## src/rtl/axi_lite_reg_slave_if.sv

```systemverilog
// AXI4-Lite bus bundle between the core's axi_master and the peripheral register slave.
// Fixed 32-bit data/address; clock and reset stay outside the bundle.
interface axi_lite_reg_slave_if;
  logic        S_AXI_AWVALID;
  logic        S_AXI_AWREADY;
  logic [31:0] S_AXI_AWADDR;
  logic [2:0]  S_AXI_AWPROT;
  logic        S_AXI_WVALID;
  logic        S_AXI_WREADY;
  logic [31:0] S_AXI_WDATA;
  logic [3:0]  S_AXI_WSTRB;
  logic        S_AXI_BVALID;
  logic        S_AXI_BREADY;
  logic [1:0]  S_AXI_BRESP;
  logic        S_AXI_ARVALID;
  logic        S_AXI_ARREADY;
  logic [31:0] S_AXI_ARADDR;
  logic [2:0]  S_AXI_ARPROT;
  logic        S_AXI_RVALID;
  logic        S_AXI_RREADY;
  logic [31:0] S_AXI_RDATA;
  logic [1:0]  S_AXI_RRESP;

  modport slave (
    input  S_AXI_AWVALID, S_AXI_AWADDR, S_AXI_AWPROT,
    output S_AXI_AWREADY,
    input  S_AXI_WVALID, S_AXI_WDATA, S_AXI_WSTRB,
    output S_AXI_WREADY,
    output S_AXI_BVALID, S_AXI_BRESP,
    input  S_AXI_BREADY,
    input  S_AXI_ARVALID, S_AXI_ARADDR, S_AXI_ARPROT,
    output S_AXI_ARREADY,
    output S_AXI_RVALID, S_AXI_RDATA, S_AXI_RRESP,
    input  S_AXI_RREADY
  );

  modport master (
    output S_AXI_AWVALID, S_AXI_AWADDR, S_AXI_AWPROT,
    input  S_AXI_AWREADY,
    output S_AXI_WVALID, S_AXI_WDATA, S_AXI_WSTRB,
    input  S_AXI_WREADY,
    input  S_AXI_BVALID, S_AXI_BRESP,
    output S_AXI_BREADY,
    output S_AXI_ARVALID, S_AXI_ARADDR, S_AXI_ARPROT,
    input  S_AXI_ARREADY,
    input  S_AXI_RVALID, S_AXI_RDATA, S_AXI_RRESP,
    output S_AXI_RREADY
  );
endinterface

```

## src/rtl/axi_lite_reg_slave.sv

```systemverilog
// AXI4-Lite register slave: NUM_RW byte-writable registers plus NUM_RO read-only words.
// AW and W are captured independently; the write commits on the edge the second one lands.
module axi_lite_reg_slave #(
  parameter int ADDR_W = 12,
  parameter int NUM_RW = 4,
  parameter int NUM_RO = 2
) (
  input  logic                   clk,
  input  logic                   reset_n,
  axi_lite_reg_slave_if.slave    s_axi,
  output logic [32*NUM_RW-1:0]   rw_regs,
  output logic [NUM_RW-1:0]      wr_strobe,
  input  logic [32*NUM_RO-1:0]   ro_words
);

  localparam int IDX_W     = ADDR_W - 2;
  localparam int NUM_WORDS = NUM_RW + NUM_RO;
  localparam logic [1:0] RESP_OKAY   = 2'b00;
  localparam logic [1:0] RESP_SLVERR = 2'b10;

  // ---------------- write path ----------------
  logic             aw_flag_reg, aw_flag_next;
  logic             w_flag_reg, w_flag_next;
  logic [IDX_W-1:0] aw_idx_reg;
  logic [31:0]      w_data_reg;
  logic [3:0]       w_strb_reg;
  logic             awready_reg, awready_next;
  logic             wready_reg, wready_next;
  logic             bvalid_reg, bvalid_next;
  logic [1:0]       bresp_reg, bresp_next;

  logic             aw_hs, w_hs, commit, wr_in_rw;
  logic [IDX_W-1:0] wr_idx;
  logic [31:0]      wr_data;
  logic [3:0]       wr_strb;

  // Values landing this edge bypass the capture registers so a same-edge AW+W commits at once.
  always_comb begin
    aw_hs    = s_axi.S_AXI_AWVALID && awready_reg;
    w_hs     = s_axi.S_AXI_WVALID && wready_reg;
    wr_idx   = aw_hs ? s_axi.S_AXI_AWADDR[ADDR_W-1:2] : aw_idx_reg;
    wr_data  = w_hs ? s_axi.S_AXI_WDATA : w_data_reg;
    wr_strb  = w_hs ? s_axi.S_AXI_WSTRB : w_strb_reg;
    commit   = (aw_hs || aw_flag_reg) && (w_hs || w_flag_reg);
    wr_in_rw = wr_idx < IDX_W'(NUM_RW);

    aw_flag_next = commit ? 1'b0 : (aw_flag_reg || aw_hs);
    w_flag_next  = commit ? 1'b0 : (w_flag_reg || w_hs);

    bvalid_next = bvalid_reg;
    bresp_next  = bresp_reg;
    if (commit) begin
      bvalid_next = 1'b1;
      bresp_next  = wr_in_rw ? RESP_OKAY : RESP_SLVERR;
    end else if (s_axi.S_AXI_BREADY) begin
      bvalid_next = 1'b0;
    end

    awready_next = !aw_flag_next && !bvalid_next;
    wready_next  = !w_flag_next && !bvalid_next;
  end

  always_ff @(posedge clk or negedge reset_n) begin
    if (!reset_n) begin
      aw_flag_reg <= 1'b0;
      w_flag_reg  <= 1'b0;
      aw_idx_reg  <= '0;
      w_data_reg  <= '0;
      w_strb_reg  <= '0;
      awready_reg <= 1'b0;
      wready_reg  <= 1'b0;
      bvalid_reg  <= 1'b0;
      bresp_reg   <= RESP_OKAY;
    end else begin
      aw_flag_reg <= aw_flag_next;
      w_flag_reg  <= w_flag_next;
      awready_reg <= awready_next;
      wready_reg  <= wready_next;
      bvalid_reg  <= bvalid_next;
      bresp_reg   <= bresp_next;
      if (aw_hs) aw_idx_reg <= s_axi.S_AXI_AWADDR[ADDR_W-1:2];
      if (w_hs) begin
        w_data_reg <= s_axi.S_AXI_WDATA;
        w_strb_reg <= s_axi.S_AXI_WSTRB;
      end
    end
  end

  for (genvar gi = 0; gi < NUM_RW; gi++) begin : g_rw
    logic [31:0] word_reg;
    logic        strobe_reg;
    logic        hit;

    assign hit = commit && (wr_idx == IDX_W'(gi));

    always_ff @(posedge clk or negedge reset_n) begin
      if (!reset_n) begin
        word_reg   <= '0;
        strobe_reg <= 1'b0;
      end else begin
        strobe_reg <= hit;
        if (hit) begin
          for (int b = 0; b < 4; b++) begin
            if (wr_strb[b]) word_reg[8*b +: 8] <= wr_data[8*b +: 8];
          end
        end
      end
    end

    assign rw_regs[32*gi +: 32] = word_reg;
    assign wr_strobe[gi]        = strobe_reg;
  end

  // ---------------- read path ----------------
  logic             arready_reg, arready_next;
  logic             rvalid_reg, rvalid_next;
  logic [31:0]      rdata_reg;
  logic [1:0]       rresp_reg;
  logic             ar_hs, rd_hit;
  logic [IDX_W-1:0] ar_idx;
  logic [31:0]      rd_sel;
  logic [32*NUM_WORDS-1:0] rd_flat;

  assign rd_flat = {ro_words, rw_regs};

  always_comb begin
    ar_hs  = s_axi.S_AXI_ARVALID && arready_reg;
    ar_idx = s_axi.S_AXI_ARADDR[ADDR_W-1:2];
    rd_sel = '0;
    rd_hit = 1'b0;
    for (int k = 0; k < NUM_WORDS; k++) begin
      if (ar_idx == IDX_W'(k)) begin
        rd_sel = rd_flat[32*k +: 32];
        rd_hit = 1'b1;
      end
    end

    rvalid_next = rvalid_reg;
    if (ar_hs)
      rvalid_next = 1'b1;
    else if (s_axi.S_AXI_RREADY)
      rvalid_next = 1'b0;
    arready_next = !rvalid_next;
  end

  // rw_regs are flop outputs, so a same-edge write is not yet visible here.
  always_ff @(posedge clk or negedge reset_n) begin
    if (!reset_n) begin
      arready_reg <= 1'b0;
      rvalid_reg  <= 1'b0;
      rdata_reg   <= '0;
      rresp_reg   <= RESP_OKAY;
    end else begin
      arready_reg <= arready_next;
      rvalid_reg  <= rvalid_next;
      if (ar_hs) begin
        rdata_reg <= rd_hit ? rd_sel : 32'h0;
        rresp_reg <= rd_hit ? RESP_OKAY : RESP_SLVERR;
      end
    end
  end

  assign s_axi.S_AXI_AWREADY = awready_reg;
  assign s_axi.S_AXI_WREADY  = wready_reg;
  assign s_axi.S_AXI_BVALID  = bvalid_reg;
  assign s_axi.S_AXI_BRESP   = bresp_reg;
  assign s_axi.S_AXI_ARREADY = arready_reg;
  assign s_axi.S_AXI_RVALID  = rvalid_reg;
  assign s_axi.S_AXI_RDATA   = rdata_reg;
  assign s_axi.S_AXI_RRESP   = rresp_reg;

  logic unused_bits;
  assign unused_bits = ^{s_axi.S_AXI_AWPROT, s_axi.S_AXI_ARPROT,
                         s_axi.S_AXI_AWADDR[31:ADDR_W], s_axi.S_AXI_AWADDR[1:0],
                         s_axi.S_AXI_ARADDR[31:ADDR_W], s_axi.S_AXI_ARADDR[1:0]};

endmodule

```

## src/flat_wrapper.sv

```systemverilog
// flat-port wrapper written by rule: the top's interface ports become plain ports
module axi_lite_reg_slave_flat 
#(
  parameter int ADDR_W = 12,
  parameter int NUM_RW = 4,
  parameter int NUM_RO = 2
)
  (clk, reset_n, rw_regs, wr_strobe, ro_words, s_axi_S_AXI_AWVALID, s_axi_S_AXI_AWADDR, s_axi_S_AXI_AWPROT, s_axi_S_AXI_AWREADY, s_axi_S_AXI_WVALID, s_axi_S_AXI_WDATA, s_axi_S_AXI_WSTRB, s_axi_S_AXI_WREADY, s_axi_S_AXI_BVALID, s_axi_S_AXI_BRESP, s_axi_S_AXI_BREADY, s_axi_S_AXI_ARVALID, s_axi_S_AXI_ARADDR, s_axi_S_AXI_ARPROT, s_axi_S_AXI_ARREADY, s_axi_S_AXI_RVALID, s_axi_S_AXI_RDATA, s_axi_S_AXI_RRESP, s_axi_S_AXI_RREADY);
  axi_lite_reg_slave_if s_axi_i ();
  input  logic clk;
  input  logic reset_n;
  output logic [32*NUM_RW-1:0] rw_regs;
  output logic [NUM_RW-1:0] wr_strobe;
  input  logic [32*NUM_RO-1:0] ro_words;
  input wire logic [$bits(s_axi_i.S_AXI_AWVALID)-1:0] s_axi_S_AXI_AWVALID;
  input wire logic [$bits(s_axi_i.S_AXI_AWADDR)-1:0] s_axi_S_AXI_AWADDR;
  input wire logic [$bits(s_axi_i.S_AXI_AWPROT)-1:0] s_axi_S_AXI_AWPROT;
  output wire logic [$bits(s_axi_i.S_AXI_AWREADY)-1:0] s_axi_S_AXI_AWREADY;
  input wire logic [$bits(s_axi_i.S_AXI_WVALID)-1:0] s_axi_S_AXI_WVALID;
  input wire logic [$bits(s_axi_i.S_AXI_WDATA)-1:0] s_axi_S_AXI_WDATA;
  input wire logic [$bits(s_axi_i.S_AXI_WSTRB)-1:0] s_axi_S_AXI_WSTRB;
  output wire logic [$bits(s_axi_i.S_AXI_WREADY)-1:0] s_axi_S_AXI_WREADY;
  output wire logic [$bits(s_axi_i.S_AXI_BVALID)-1:0] s_axi_S_AXI_BVALID;
  output wire logic [$bits(s_axi_i.S_AXI_BRESP)-1:0] s_axi_S_AXI_BRESP;
  input wire logic [$bits(s_axi_i.S_AXI_BREADY)-1:0] s_axi_S_AXI_BREADY;
  input wire logic [$bits(s_axi_i.S_AXI_ARVALID)-1:0] s_axi_S_AXI_ARVALID;
  input wire logic [$bits(s_axi_i.S_AXI_ARADDR)-1:0] s_axi_S_AXI_ARADDR;
  input wire logic [$bits(s_axi_i.S_AXI_ARPROT)-1:0] s_axi_S_AXI_ARPROT;
  output wire logic [$bits(s_axi_i.S_AXI_ARREADY)-1:0] s_axi_S_AXI_ARREADY;
  output wire logic [$bits(s_axi_i.S_AXI_RVALID)-1:0] s_axi_S_AXI_RVALID;
  output wire logic [$bits(s_axi_i.S_AXI_RDATA)-1:0] s_axi_S_AXI_RDATA;
  output wire logic [$bits(s_axi_i.S_AXI_RRESP)-1:0] s_axi_S_AXI_RRESP;
  input wire logic [$bits(s_axi_i.S_AXI_RREADY)-1:0] s_axi_S_AXI_RREADY;
  assign s_axi_i.S_AXI_AWVALID = s_axi_S_AXI_AWVALID;
  assign s_axi_i.S_AXI_AWADDR = s_axi_S_AXI_AWADDR;
  assign s_axi_i.S_AXI_AWPROT = s_axi_S_AXI_AWPROT;
  assign s_axi_S_AXI_AWREADY = s_axi_i.S_AXI_AWREADY;
  assign s_axi_i.S_AXI_WVALID = s_axi_S_AXI_WVALID;
  assign s_axi_i.S_AXI_WDATA = s_axi_S_AXI_WDATA;
  assign s_axi_i.S_AXI_WSTRB = s_axi_S_AXI_WSTRB;
  assign s_axi_S_AXI_WREADY = s_axi_i.S_AXI_WREADY;
  assign s_axi_S_AXI_BVALID = s_axi_i.S_AXI_BVALID;
  assign s_axi_S_AXI_BRESP = s_axi_i.S_AXI_BRESP;
  assign s_axi_i.S_AXI_BREADY = s_axi_S_AXI_BREADY;
  assign s_axi_i.S_AXI_ARVALID = s_axi_S_AXI_ARVALID;
  assign s_axi_i.S_AXI_ARADDR = s_axi_S_AXI_ARADDR;
  assign s_axi_i.S_AXI_ARPROT = s_axi_S_AXI_ARPROT;
  assign s_axi_S_AXI_ARREADY = s_axi_i.S_AXI_ARREADY;
  assign s_axi_S_AXI_RVALID = s_axi_i.S_AXI_RVALID;
  assign s_axi_S_AXI_RDATA = s_axi_i.S_AXI_RDATA;
  assign s_axi_S_AXI_RRESP = s_axi_i.S_AXI_RRESP;
  assign s_axi_i.S_AXI_RREADY = s_axi_S_AXI_RREADY;
  axi_lite_reg_slave #(.ADDR_W(ADDR_W), .NUM_RW(NUM_RW), .NUM_RO(NUM_RO)) u_core (.clk(clk), .reset_n(reset_n), .s_axi(s_axi_i), .rw_regs(rw_regs), .wr_strobe(wr_strobe), .ro_words(ro_words));
endmodule
```

## config.mk

```make
export PLATFORM = sky130hd
export DESIGN_NAME = axi_lite_reg_slave_flat
export DESIGN_NICKNAME = d
export VERILOG_FILES = /design/src/rtl/axi_lite_reg_slave_if.sv /design/src/rtl/axi_lite_reg_slave.sv /design/src/flat_wrapper.sv
export SDC_FILE = /design/constraint.sdc
export NUM_CORES = 1
export LEC_CHECK = 0
export CORE_MARGIN = 3
export CORE_UTILIZATION = 41
export CTS_CLUSTER_SIZE = 16
export DETAILED_ROUTE_END_ITERATION = 16
export PLACE_DENSITY = 0.77
export SYNTH_ARGS = -nofsm -noshare
export SYNTH_HDL_FRONTEND = slang
export SYNTH_SLANG_ARGS = --single-unit
```

## constraint.sdc

```tcl
create_clock -name clk -period 1.9 [get_ports clk]
set_input_delay 0.38 -clock clk [delete_from_list [all_inputs] [get_ports clk]]
set_output_delay 0.38 -clock clk [all_outputs]
set_load 0.03 [all_outputs]
```

==> flow_summary.ini, run 1 <==
; physical design summary
[clocking]
cts_tree = done
cts_root_buf = sky130_fd_sc_hd__clkbuf_16
cts_made_buffers = 24
worst_setup_hold_path_clk_slew_ns = 0.06
clkLatencyLatePin_ns = 0.52
post-cts-setup-buffers = 5
clk_path_buf_depth = 3
clock_sinks = 219

[finish]
numSequentialCells = 219
clockBufferCount = 38
layout.nonclk_buf_frac = 0.2708
final.signal_inverter_count = 37
fin_nets = 1529
multiInputGateArea_sq_um = 4094
mostFrequentLayoutCells = sky130_fd_sc_hd__dfrtp_1, sky130_fd_sc_hd__nand2_1, sky130_fd_sc_hd__dlygate4sd2_1, sky130_fd_sc_hd__clkdlybuf4s50_1, sky130_fd_sc_hd__buf_4
area_share_clock_buf_inv = 0.05686
top_area_cell_class = flip-flops and latches

[logic_synthesis]
most_common_cell = sky130_fd_sc_hd__dfrtp_1
logic_family = AND-OR/OR-AND gates
ys_warn_count = 0
synthesis.area_sq_um = 9767
postSynth.asyncResetShare = 1.000
synth.cellmix.compoundShare = 0.1974
synth-main-ff-cell = sky130_fd_sc_hd__dfrtp_1
adder_share_synth = 0
post_synth_inst_count = 964
synth-edff-count = 0
synth-simple-area-share = 0.1125
synth.area.top_cells = sky130_fd_sc_hd__dfrtp_1, sky130_fd_sc_hd__o21ai_0, sky130_fd_sc_hd__nand2_1
post_synth_xor_area_fraction = 0
postSynthSeqShare = 0.5611
netlist.area_leader.share = 0.5611

[setup_path]
cp_cell_sequence = buf_6 > or4_4 > nor4_4 > clkbuf_16 > buf_6 > o211ai_1 > buf_4 > buf_8 > nand2_2 > o21ai_1
critical_path.most_common_cell = sky130_fd_sc_hd__buf_6
timing_worst_setup_path_type = in -> reg
worst-r2r-cell-count = 5
cp_slowest_stage_delay_ns = 0.54
critPathLaunch = s_axi_S_AXI_AWADDR[7]
timing.critical_path.to = u_core.g_rw[0].word_reg[8]$_DFFE_PN0P_
critPathCaptureType = flop
crit_arrival_ns = 2.38
worst-path-buf-inv = 5
cp-start-kind = input port

[global_routing]
number_of_global_route_vias_before_repair = 9485
initial_antenna_violation_count = 1
overflow = 0
grt_pass1_wl_mm = 53.14
grt_max_degree = 58

[drt]
detailroute.via_count = 9178
drt_first_pass_iters = 6
finalWirelength_mm = 34.74
ant_nets = 0
wl_met2_mm = 17.27

[power_and_ir_drop]
combPwrFrac = 0.297
switching_share = 0.3220
power.leakage_nw = 7.760
total_power_w = 0.01546
switchingPower_w = 0.004978
powerComb_w = 0.00458
p_per_area_nw_per_um2 = 1029
power_frac_seq = 0.383
clk_pwr_w = 0.00495
vdd_ir_drop_max_mv = 0.8228
power.largest_group = registers

[worst_hold_path]
worst_hold_path_stage_count = 3
holdPathEnd = u_core.aw_idx_reg[4]$_DFF_PN0_
holdCritStartpoint = s_axi_S_AXI_AWADDR[6]

[timing]
final-hold-violation-count = 0
fin_hold_ws_ns = 0.07409
drv_slew = 0
final_critical_path_setup_slack_ns = -0.07702
setup_tns_ns = -0.7342
finalSetupViolCount = 15
finClkSkew_ns = 0.008521
final_min_period_ns = 1.977

[floorplan]
die_area_sq_um = 25710
die_height_um = 160.3
core_util_floorplan = 0.4237
num_rows = 55
taps = 313
num_io_pins = 350

[placement]
gp_routability_congestion = 0.8619
hpwl_mm = 24.03
io_buffers = 297
dp.cells = 1614
placed_cell_area_sq_um = 13960
post-place-ws_ns = -0.8163

[flow_run]
tool_warnings = 79

[run_status]
failed_checks = negative setup slack
outcome = finished with violations
Figure 1. Gate families picked out (run 1).
The bar under the picture is 50 um long.
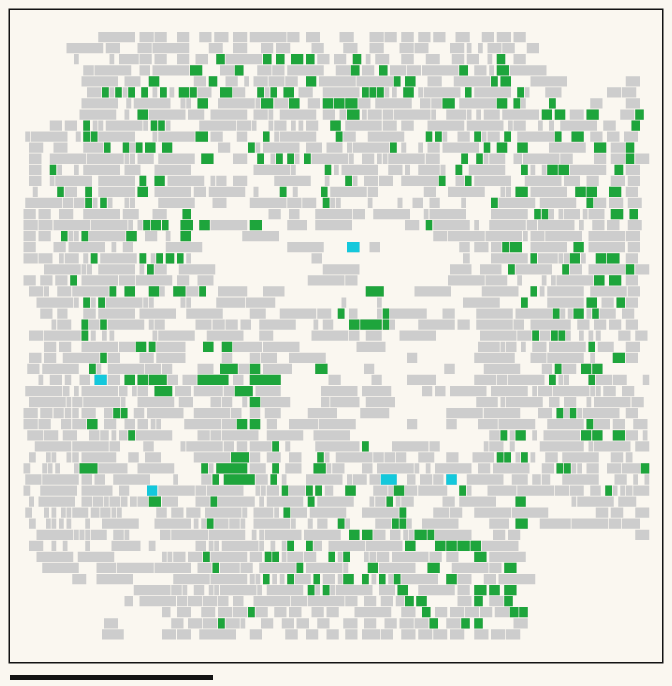
| family | color | cells | most used |
|---|---|---|---|
| inverting AOI/OAI gates | green | 299 | o21ai_0 |
| AND-OR and OR-AND gates | cyan | 5 | a211o_1 |
Layout Cells excl Fill: 1683
most frequently placed logic cell in the final layout: sky130_fd_sc_hd__dfrtp_1
fraction of area in multi-input gates: 0.2724

Figure 2. Register map, names as in the netlist (run 1).
The bar under the picture is 50 um long.
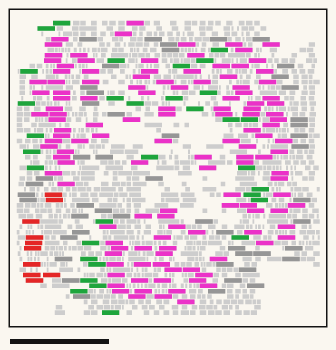
| netlist name | color | flops | where |
|---|---|---|---|
| `u_core.w_data_reg` | green | 32 | spread over the die |
| `u_core.g_rw.word_reg` | magenta | 128 | spread over the die |
| `u_core.aw_idx_reg` | red | 10 | south-west |
flop share of the area: 0.3647
power in sequential cells: 0.00593 W
flip-flop and latch area: 5480 sq um
utilization after layout: 0.6519

Figure 3. Routing congestion (run 1).
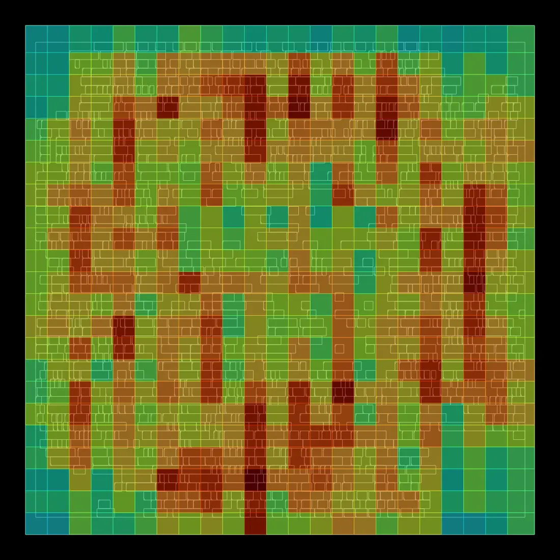
drt wl/cell: 20.64 um
GRT met3 Usage: 0.05184
routing usage on met2: 0.4460
met1 usage: 0.3286
gr busiest metal: met2

Figure 4. Cell sizes after repair (run 1).
The bar under the picture is 50 um long.
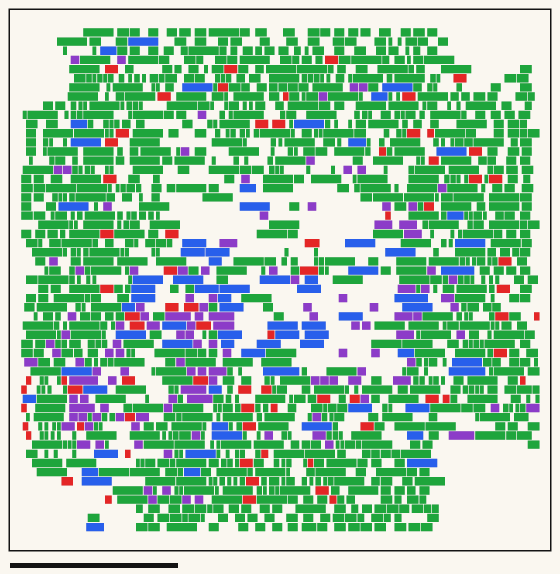
| size | color | cells |
|---|---|---|
| _0 and _1 cells | green | 1104 |
| _2 cells | red | 71 |
| _3 and _4 cells | purple | 124 |
| _6 and larger | blue | 71 |
number of non-clock buffers in the layout: 426
Synth-to-Final Area Change: 53.87%
post-route standard cell area excluding fillers: 15030 sq um
setup slack after layout: -0.07702 ns

Figure 5. Cells colored by class (run 1).
The bar under the picture is 50 um long.
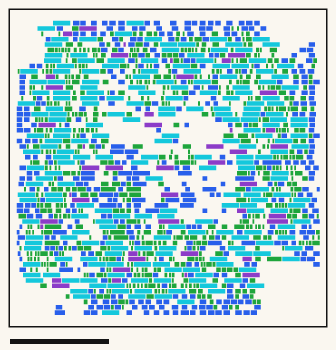

==> run 2, diff against run 1 <==
--- a/config.mk
+++ b/config.mk
@@ -10,6 +10,7 @@
 export CTS_CLUSTER_SIZE = 16
 export DETAILED_ROUTE_END_ITERATION = 16
 export PLACE_DENSITY = 0.77
+export SKIP_CTS_REPAIR_TIMING = 1
 export SYNTH_ARGS = -nofsm -noshare
 export SYNTH_HDL_FRONTEND = slang
 export SYNTH_SLANG_ARGS = --single-unit
Figure 6. Cells colored by class (run 2).
The bar under the picture is 50 um long.
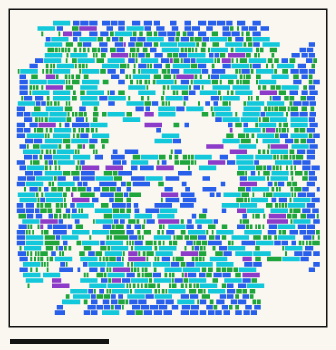
| class | color | cells | share of their area |
|---|---|---|---|
| other buffers and delay cells | blue | 414 | 31% |
| flops | cyan | 219 | 36% |
| clock drivers and dummy loads | purple | 44 | 5.6% |
| combinational and other logic | green | 680 | 27% |
Core Footprint: 23050 sq um
flop share of the area: 0.3517
post-route standard cell area excluding fillers: 15590 sq um

Figure 7. Cell sizes after repair (run 2).
The bar under the picture is 50 um long.
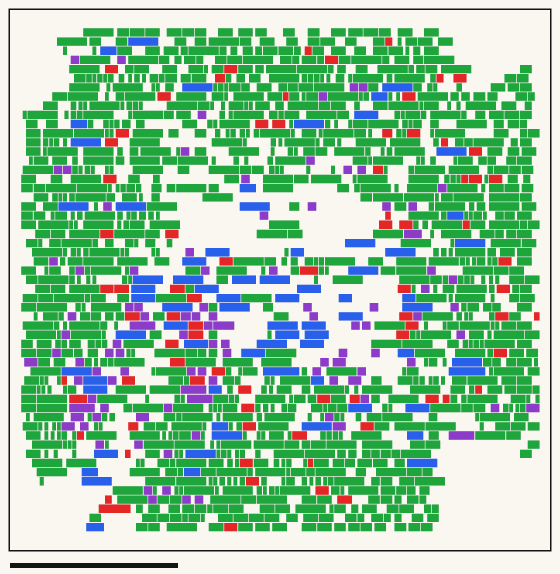
| size | color | cells |
|---|---|---|
| _6 and larger | blue | 70 |
| _2 cells | red | 77 |
| _3 and _4 cells | purple | 101 |
| _0 and _1 cells | green | 1109 |

==> flow_summary.ini, run 2 <==
; physical design summary
[placement]
post-place-ws_ns = -0.8163
gp_routability_congestion = 0.8619
placed_cell_area_sq_um = 13960
hpwl_mm = 24.03
dp.cells = 1614

[setup_path]
cp_slowest_stage_delay_ns = 0.52
worst-path-buf-inv = 6
timing_worst_setup_path_type = in -> reg
cp-start-kind = input port

[power_and_ir_drop]
switching_share = 0.3166
power.largest_group = registers
switchingPower_w = 0.004883
total_power_w = 0.01542
p_per_area_nw_per_um2 = 989.4
power.leakage_nw = 10.06
power_sequential_w = 0.00592

[global_routing]
number_of_global_route_vias_before_repair = 9296
met2_usage = 0.4309
overflow = 0
gr_busiest_metal = met2

[timing]
final-hold-violation-count = 0
finalSetupViolCount = 3
finClkSkew_ns = 0.006686
final_critical_path_setup_slack_ns = -0.02165

[finish]
regArea_sq_um = 5482
fin_nets = 1516
top_area_cell_class = flip-flops and latches
final-instance-count-excl-fill = 1670
flow.area_growth_from_synthesis_pct = 59.59
finish.utilization = 0.6761
mostFrequentLayoutCells = sky130_fd_sc_hd__dfrtp_1, sky130_fd_sc_hd__dlymetal6s2s_1, sky130_fd_sc_hd__nand2_1, sky130_fd_sc_hd__clkdlybuf4s50_1, sky130_fd_sc_hd__o21ai_0
numSequentialCells = 219

[drt]
wl_per_cell_um = 20.73
drt_first_pass_iters = 5
ant_nets = 0
detailroute.via_count = 9121
wl_met2_mm = 17.26

[logic_synthesis]
ys_warn_count = 0
logic_family = AND-OR/OR-AND gates
post_synth_xor_area_fraction = 0
synth-simple-area-share = 0.1125
post_synth_inst_count = 964

[floorplan]
die_area_sq_um = 25710
taps = 313
die_height_um = 160.3

[flow_run]
tool_warnings = 78

[run_status]
failed_checks = negative setup slack
outcome = finished with violations

[clocking]
cts_root_buf = sky130_fd_sc_hd__clkbuf_16
cts_made_buffers = 24
Power is estimated from default activity; no workload was simulated.
